**Run 1: logic cells by family**

Scale bar: 20 µm.
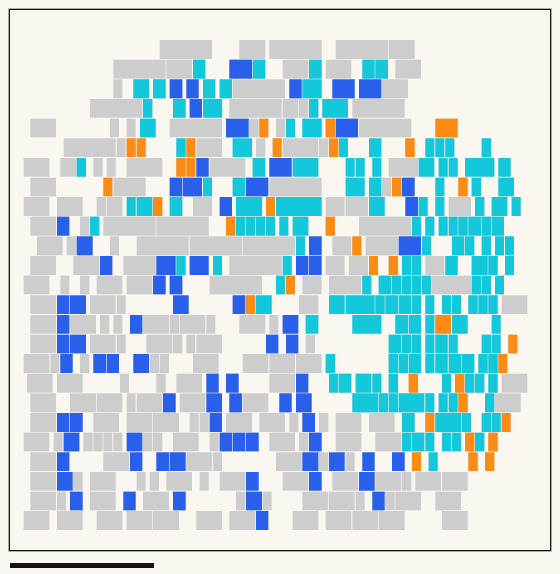
**Run 1: where the registers sit**

Other sequential cells in the stronger grey, the rest of the logic in the fainter grey.
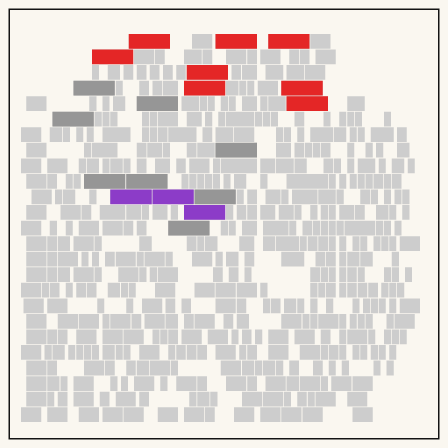
**Run 1: routed metal, one colour a layer**

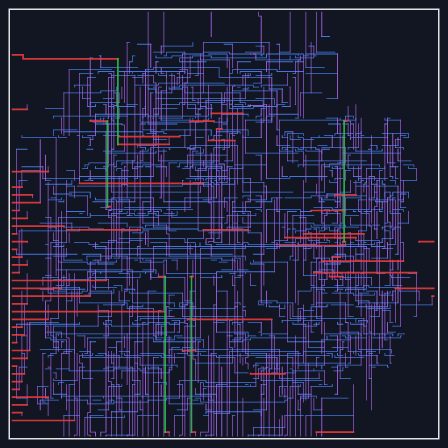
==> src/rtl/rr_arb_pkg.sv <==
// Shared constants, state type and helpers for the eight-way round-robin arbiter.
package rr_arb_pkg;
    localparam int NREQ = 8;
    localparam int IDW  = 3;

    typedef enum logic {IDLE, GRANT} state_t;

    function automatic logic [NREQ-1:0] id2onehot(input logic [IDW-1:0] id);
        return NREQ'(1) << id;
    endfunction
endpackage

==> src/rtl/rr_arb8_if.sv <==
// Request/data bundle from the eight producers and the grant/beat channel to the consumer.
interface rr_arb8_if
    import rr_arb_pkg::*;
#(
    parameter int W = 8
);
    logic [NREQ-1:0] req;
    logic [W-1:0]    d0;
    logic [W-1:0]    d1;
    logic [W-1:0]    d2;
    logic [W-1:0]    d3;
    logic [W-1:0]    d4;
    logic [W-1:0]    d5;
    logic [W-1:0]    d6;
    logic [W-1:0]    d7;
    logic            out_ready;
    logic [NREQ-1:0] gnt;
    logic [IDW-1:0]  gnt_id;
    logic            gnt_valid;
    logic [W-1:0]    y;

    // Environment side: producers plus the consumer's ready.
    modport master (
        output req, d0, d1, d2, d3, d4, d5, d6, d7, out_ready,
        input  gnt, gnt_id, gnt_valid, y
    );

    // Arbiter side.
    modport slave (
        input  req, d0, d1, d2, d3, d4, d5, d6, d7, out_ready,
        output gnt, gnt_id, gnt_valid, y
    );
endinterface

==> src/rtl/rr_pick8.sv <==
// Combinational round-robin pick: first requester after i_last, wrapping, with i_last itself lowest.
module rr_pick8
    import rr_arb_pkg::*;
(
    input  logic [NREQ-1:0] i_req,
    input  logic [IDW-1:0]  i_last,
    output logic [IDW-1:0]  o_winner,
    output logic            o_any
);
    logic [IDW-1:0]  w_base;
    logic [NREQ-1:0] w_rot;
    logic [IDW-1:0]  w_off;

    assign w_base = i_last + IDW'(1);

    // Rotate so that bit 0 of w_rot is the highest-priority requester.
    generate
        for (genvar gi = 0; gi < NREQ; gi++) begin : g_rot
            logic [IDW-1:0] w_idx;
            assign w_idx      = w_base + IDW'(gi);
            assign w_rot[gi]  = i_req[w_idx];
        end
    endgenerate

    always_comb begin
        w_off = '0;
        for (int k = NREQ - 1; k >= 0; k--) begin
            if (w_rot[k]) begin
                w_off = IDW'(k);
            end
        end
    end

    assign o_any    = |w_rot;
    assign o_winner = w_base + w_off;
endmodule

==> src/rtl/rr_arb8.sv <==
// Eight-requester round-robin arbiter with per-grant beat limit and downstream backpressure.
module rr_arb8
    import rr_arb_pkg::*;
#(
    parameter int W    = 8,
    parameter int HOLD = 4
) (
    input  logic     clk,
    input  logic     rst_n,
    rr_arb8_if.slave bus
);
    localparam int CW = $clog2(HOLD + 1);

    state_t          r_state;
    logic [CW-1:0]   r_cnt;
    logic [IDW-1:0]  r_last;
    logic [IDW-1:0]  r_gnt_id;
    logic [NREQ-1:0] r_gnt;
    logic            r_gnt_valid;

    logic [IDW-1:0]  w_pick_last;
    logic [IDW-1:0]  w_winner;
    logic            w_any;
    logic            w_accept;
    logic            w_last_beat;
    logic            w_exit;
    logic [W-1:0]    w_d [NREQ];
    logic [W-1:0]    w_y;

    // On exit the pointer becomes the current grantee, so search from it directly.
    assign w_pick_last = (r_state == GRANT) ? r_gnt_id : r_last;

    rr_pick8 u_pick (
        .i_req    (bus.req),
        .i_last   (w_pick_last),
        .o_winner (w_winner),
        .o_any    (w_any)
    );

    assign w_accept    = r_gnt_valid & bus.out_ready;
    assign w_last_beat = w_accept && (r_cnt == CW'(HOLD - 1));
    assign w_exit      = (r_state == GRANT) && (!bus.req[r_gnt_id] || w_last_beat);

    always_ff @(posedge clk) begin
        if (!rst_n) begin
            r_state     <= IDLE;
            r_cnt       <= '0;
            r_last      <= IDW'(NREQ - 1);
            r_gnt_id    <= '0;
            r_gnt       <= '0;
            r_gnt_valid <= 1'b0;
        end else begin
            case (r_state)
                IDLE: begin
                    if (w_any) begin
                        r_state     <= GRANT;
                        r_gnt       <= id2onehot(w_winner);
                        r_gnt_id    <= w_winner;
                        r_gnt_valid <= 1'b1;
                        r_cnt       <= '0;
                    end
                end
                GRANT: begin
                    if (w_exit) begin
                        r_last <= r_gnt_id;
                        r_cnt  <= '0;
                        if (w_any) begin
                            r_gnt    <= id2onehot(w_winner);
                            r_gnt_id <= w_winner;
                        end else begin
                            r_state     <= IDLE;
                            r_gnt       <= '0;
                            r_gnt_id    <= '0;
                            r_gnt_valid <= 1'b0;
                        end
                    end else if (w_accept) begin
                        r_cnt <= r_cnt + CW'(1);
                    end
                end
                default: r_state <= IDLE;
            endcase
        end
    end

    assign w_d[0] = bus.d0;
    assign w_d[1] = bus.d1;
    assign w_d[2] = bus.d2;
    assign w_d[3] = bus.d3;
    assign w_d[4] = bus.d4;
    assign w_d[5] = bus.d5;
    assign w_d[6] = bus.d6;
    assign w_d[7] = bus.d7;

    always_comb begin
        w_y = '0;
        if (r_gnt_valid) begin
            w_y = w_d[r_gnt_id];
        end
    end

    assign bus.y         = w_y;
    assign bus.gnt       = r_gnt;
    assign bus.gnt_id    = r_gnt_id;
    assign bus.gnt_valid = r_gnt_valid;
endmodule

==> src/flat_wrapper.sv <==
// flat-port wrapper written by rule: the top's interface ports become plain ports
module rr_arb8_flat import rr_arb_pkg::*;
#(
    parameter int W    = 8,
    parameter int HOLD = 4
)
  (clk, rst_n, bus_req, bus_d0, bus_d1, bus_d2, bus_d3, bus_d4, bus_d5, bus_d6, bus_d7, bus_out_ready, bus_gnt, bus_gnt_id, bus_gnt_valid, bus_y);
  rr_arb8_if #(.W(W)) bus_i ();
  input  logic clk;
  input  logic rst_n;
  input wire logic [$bits(bus_i.req)-1:0] bus_req;
  input wire logic [$bits(bus_i.d0)-1:0] bus_d0;
  input wire logic [$bits(bus_i.d1)-1:0] bus_d1;
  input wire logic [$bits(bus_i.d2)-1:0] bus_d2;
  input wire logic [$bits(bus_i.d3)-1:0] bus_d3;
  input wire logic [$bits(bus_i.d4)-1:0] bus_d4;
  input wire logic [$bits(bus_i.d5)-1:0] bus_d5;
  input wire logic [$bits(bus_i.d6)-1:0] bus_d6;
  input wire logic [$bits(bus_i.d7)-1:0] bus_d7;
  input wire logic [$bits(bus_i.out_ready)-1:0] bus_out_ready;
  output wire logic [$bits(bus_i.gnt)-1:0] bus_gnt;
  output wire logic [$bits(bus_i.gnt_id)-1:0] bus_gnt_id;
  output wire logic [$bits(bus_i.gnt_valid)-1:0] bus_gnt_valid;
  output wire logic [$bits(bus_i.y)-1:0] bus_y;
  assign bus_i.req = bus_req;
  assign bus_i.d0 = bus_d0;
  assign bus_i.d1 = bus_d1;
  assign bus_i.d2 = bus_d2;
  assign bus_i.d3 = bus_d3;
  assign bus_i.d4 = bus_d4;
  assign bus_i.d5 = bus_d5;
  assign bus_i.d6 = bus_d6;
  assign bus_i.d7 = bus_d7;
  assign bus_i.out_ready = bus_out_ready;
  assign bus_gnt = bus_i.gnt;
  assign bus_gnt_id = bus_i.gnt_id;
  assign bus_gnt_valid = bus_i.gnt_valid;
  assign bus_y = bus_i.y;
  rr_arb8 #(.W(W), .HOLD(HOLD)) u_core (.clk(clk), .rst_n(rst_n), .bus(bus_i));
endmodule
==> config.mk <==
export PLATFORM = sky130hd
export DESIGN_NAME = rr_arb8_flat
export DESIGN_NICKNAME = d
export VERILOG_FILES = /design/src/rtl/rr_arb_pkg.sv /design/src/rtl/rr_arb8_if.sv /design/src/rtl/rr_pick8.sv /design/src/rtl/rr_arb8.sv /design/src/flat_wrapper.sv
export SDC_FILE = /design/constraint.sdc
export NUM_CORES = 1
export LEC_CHECK = 0
export ABC_AREA = 1
export CAP_MARGIN = 20
export CORE_MARGIN = 1.5
export CORE_UTILIZATION = 44
export DETAILED_ROUTE_END_ITERATION = 16
export GPL_TIMING_DRIVEN = 1
export MAX_ROUTING_LAYER = met4
export PLACE_DENSITY_LB_ADDON = 0.25
export SLEW_MARGIN = 20
export SYNTH_ARGS = -nofsm -noshare
export SYNTH_HDL_FRONTEND = slang
export SYNTH_HIERARCHICAL = 1
export SYNTH_SLANG_ARGS = --single-unit
==> constraint.sdc <==
create_clock -name clk -period 4.3 [get_ports clk]
set_input_delay 0.645 -clock clk [delete_from_list [all_inputs] [get_ports clk]]
set_output_delay 0.645 -clock clk [all_outputs]
set_load 0.01 [all_outputs]
==> job_summary.md, run 1 <==
### Metrics collected by this job

| Metric | Value |
|---|---|
| Clk pwr | approximately 120 µW |
| Cells after DPL | 538 |
| M3 GR Usage | 0.0522 |
| Max Fclk | approximately 0.26 GHz |
| Fraction of layout cells with a size suffix above 1 | 0.103 |
| Buffering overhead | 0.306 |
| Worst setup path start | u_core/r_state |
| Post-route antenna net violation count | 0 |
| CP max stage delay | between 0.4 and 0.5 ns |
| Syn Inst Count | slightly below 400 |
| Clk slew on worst S/H paths | 0.07 ns |
| Pre-CTS WS | roughly 0.3 ns |
| Fin crit share | 0.891 |
| Die y size | 74.8 µm |
| Highest Signal Layer | met4 |
| P_sw | about 1 mW |
| Die Span X | 74.8 µm |
| Placer congestion estimate | between 0.8 and 0.9 |
| Number of global-route vias before repair | between 2,000 and 3,000 |
| Count of clock buffers in the final design | 4 |
| Rows | 25 |
| CP Max Fanout | 12 |
| Final TNS setup | 0 ns |
| Cell Int Power | 936 µW |
| Flip-flop count of the largest register after layout | 8 |
| DRC errors left | 0 |
| Initial antenna violation count | 0 |
| Largest cell class | combinational gates |
| Max power group | combinational cells |
| Area growth, synth to finish | 42.8% |
| HPWL after DPL | about 5.3 mm |
| First-pass GRT wire length | around 11 mm |
| Netlist Area Pre-Place | 0.00227 mm² |
| Pre-antenna DRT Iters | 4 |
| Maximum capacitance violations | 0 |
| Ao+oa area frac | 0.203 |
| GRT overflow | 0 |
| Ys flops | 19 |
| CTS Buf Count | 3 |
| R2r startpoint | u_core/r_state |
| CTS Sinks | 19 |
| H-tree levels | 1 |
| Ys flop type | dfxtp_1 |
| Top comb family, area | simple AND/OR/NAND/NOR gates |
| Fin Clk Skew | between 0.0006 and 0.0007 ns |
| Seq share, synth | 0.167 |
| CP endpoint kind | flip-flop |
| Worst Hold Class | flip-flop to flip-flop |
| Status | completed |
| Hold Fails Final Rpt | 0 |
| Adder-cell share of the synthesized area | 0.0364 |
| Dominant logic cell types in the final layout | nand2_1 (101), clkdlybuf4s50_1 (94), nor2_1 (60) |
| Hold Worst Slack | approximately 0.49 ns |
| CP arrival | approximately 4.0 ns |
| I/O Buffers | between 90 and 100 |
| Critical Path RT | 4.49 ns |
| Yosys warns | 6 |
| Met1 usage | 0.314 |
| Chip Area, Yosys | between 0.002 and 0.0025 mm² |
| Cells in synth_stat.txt | 393 |
| Tmin final | roughly 3.8 ns |
| Final setup vio count | 0 |
| Via density | roughly 5.2 |
| Power Combinational | 1.55 mW |
| Cells on Worst Hold Path | 2 |
| Clock Power Share | 0.063 |
| End of the worst hold path | u_core/bus.gnt[5] |
| Avg Cell Area, Syn | around 5.8 µm² |
| Routed met1 length | around 3 mm |
| Seq pwr share | 0.139 |
| Met3 wire len | roughly 370 µm |
| Antenna diodes | 0 |
| Root Buffer | clkbuf_8 |
| Crit path top cell by count | nand2_1 |
| Worst setup endpoint | u_core/bus.gnt[1] |
| Drt initial violations | 167 |
| Non-clk bufs | 101 |
| Metal2 WL | between 3 and 4 mm |
| Power Total | 1.94 mW |
| Floorplan net count | approximately 470 |
| Max-slew headroom | 0.645 |
| Seq_cells | 19 |
| Worst Path Buf+Inv | 3 |
| Most used routing layer | met2 |
| Log Warnings | 27 |
-- 'logic cells by family' (at the start) --
blue -> aoi and oai cells  # cells 79
orange -> inv cells  # cells 36
cyan -> nand cells  # cells 163
most frequent logic cell in the layout: nand2_1
Comb area share: 0.493
non-filler instance count after layout: 542

-- 'where the registers sit' (at the start) --
purple -> u_core/r_last  # placed flops 3
red -> u_core/bus.gnt  # placed flops 8, where top centre
Core Util, Final: 0.669
flop share of the area: 0.117
Flop area: 380 µm²
Sequential Power: 269 µW

-- 'routed metal, one colour a layer' (at the start) --
red -> metal 3  # wire length 372 µm
green -> metal 4  # wire length 105 µm
purple -> metal 2  # wire length 3,440 µm
blue -> metal 1  # wire length 3,010 µm
Overall Global Routing Usage: 0.264
WL per Instance: 12.8 µm
Vias: 2,814
aggregate routed wire length: 6.92 mm

**Run 1: ports around the boundary**

Pins as bars across the die edge, other pins in grey.
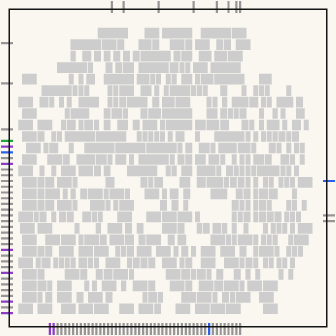

==> run 2: changes to the inputs <==
Settings changed: CORE_UTILIZATION 44 to 45, CTS_BUF_LIST set to sky130_fd_sc_hd__clkbuf_4 sky130_fd_sc_hd__clkbuf_8.
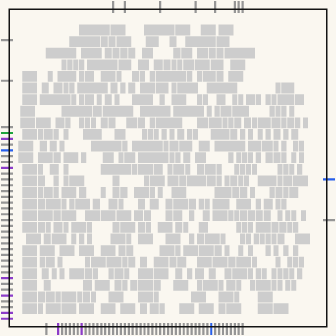
**Above:** run 2 (ports around the boundary).
Pins as bars across the die edge, other pins in grey.
purple -> bus_d0  # pins 8, direction input, edge 6 left, 2 bottom
blue -> bus_gnt_id  # pins 3, direction output, edge 1 bottom, 1 left, 1 right
green -> bus_gnt_valid  # pins 1, direction output, edge left
all pins by edge = 49 bottom, 36 left, 8 top, 2 right
die y size: 74.0 µm
I/O Buffers: 94

==> job_summary.md, run 2 <==
### Metrics collected by this job

| Metric | Value |
|---|---|
| Final setup vio count | 0 (unchanged) |
| Clk pwr | 128 µW (+5%) |
| Cells on Worst Hold Path | 2 (unchanged) |
| Cells in synth_stat.txt | 393 (unchanged) |
| Cells after DPL | 538 (unchanged) |
| Worst setup path start | u_core/r_state |
| Rows | 25 (unchanged) |
| CTS Sinks | 19 (unchanged) |
| CP endpoint kind | flip-flop |
| Hold Worst Slack | 0.487 ns (+0.000207 ns) |
| Yosys warns | 6 (unchanged) |
| Power Total | 1.94 mW (+0.34%) |
| Met1 usage | 0.318 (+0.00481) |
| Log Warnings | 27 (unchanged) |
| Count of clock buffers in the final design | 4 (unchanged) |
| M3 GR Usage | 0.0393 (-0.0129) |
| Seq share, synth | 0.167 (unchanged) |
| Ao+oa area frac | 0.203 (unchanged) |
| Antenna diodes | 0 (unchanged) |
| Seq pwr share | 0.139 (about the same) |
| Status | completed |
| Vias | 2,801 (-0.46%) |
| Root Buffer | clkbuf_8 |
| Core Util, Final | 0.678 (+0.00900) |
| Placer congestion estimate | 0.915 (+3.4%) |
| Seq_cells | 19 (unchanged) |
| Area growth, synth to finish | 42.9% (about the same) |
| Power Combinational | 1.55 mW (about the same) |
| First-pass GRT wire length | 11.2 mm (-0.97%) |
| Top comb family, area | simple AND/OR/NAND/NOR gates |
| Worst Hold Class | flip-flop to flip-flop |
| Max Fclk | 0.256 GHz (-2.0%) |
| WL per Instance | 12.7 µm (-0.65%) |
| H-tree levels | 1 (unchanged) |
| Floorplan net count | 474 (unchanged) |
| Pre-CTS WS | 0.354 ns (+0.0507 ns) |
| Avg Cell Area, Syn | 5.78 µm² (unchanged) |
| Routed met1 length | 2.97 mm (-1.2%) |
| Final TNS setup | 0 ns (unchanged) |
| Cell Int Power | 940 µW (+0.42%) |
| Buffering overhead | 0.306 (about the same) |
| Most used routing layer | met2 |
| Crit path top cell by count | nand2_1 |
| Via density | 5.17 (-0.46%) |
| Non-filler instance count after layout | 542 (unchanged) |
| GRT overflow | 0 (unchanged) |
| Flop area | 380 µm² (unchanged) |
| Max-slew headroom | 0.651 (+0.00550) |
| End of the worst hold path | u_core/bus.gnt[4] |
| Flip-flop count of the largest register after layout | 8 (unchanged) |
| R2r startpoint | u_core/r_state |
| Worst setup endpoint | u_core/bus.gnt[0] |
| Fraction of layout cells with a size suffix above 1 | 0.103 (unchanged) |
| Syn Inst Count | 393 (unchanged) |
| Die Span X | 74.0 µm (-1.1%) |
| Highest Signal Layer | met4 |
| Netlist Area Pre-Place | 0.00227 mm² (unchanged) |
| Max power group | combinational cells |
| Comb area share | 0.492 (-0.000960) |
| Largest cell class | combinational gates |
| DRC errors left | 0 (unchanged) |
| Critical Path RT | 4.48 ns (about the same) |
| Adder-cell share of the synthesized area | 0.0364 (unchanged) |
| Number of global-route vias before repair | 2,551 (-1.7%) |
| Post-route antenna net violation count | 0 (unchanged) |
| Dominant logic cell types in the final layout | nand2_1 (101), clkdlybuf4s50_1 (94), nor2_1 (60) |
| Ys flops | 19 (unchanged) |
| Aggregate routed wire length | 6.88 mm (-0.65%) |
Power is estimated from default activity; no workload was simulated.
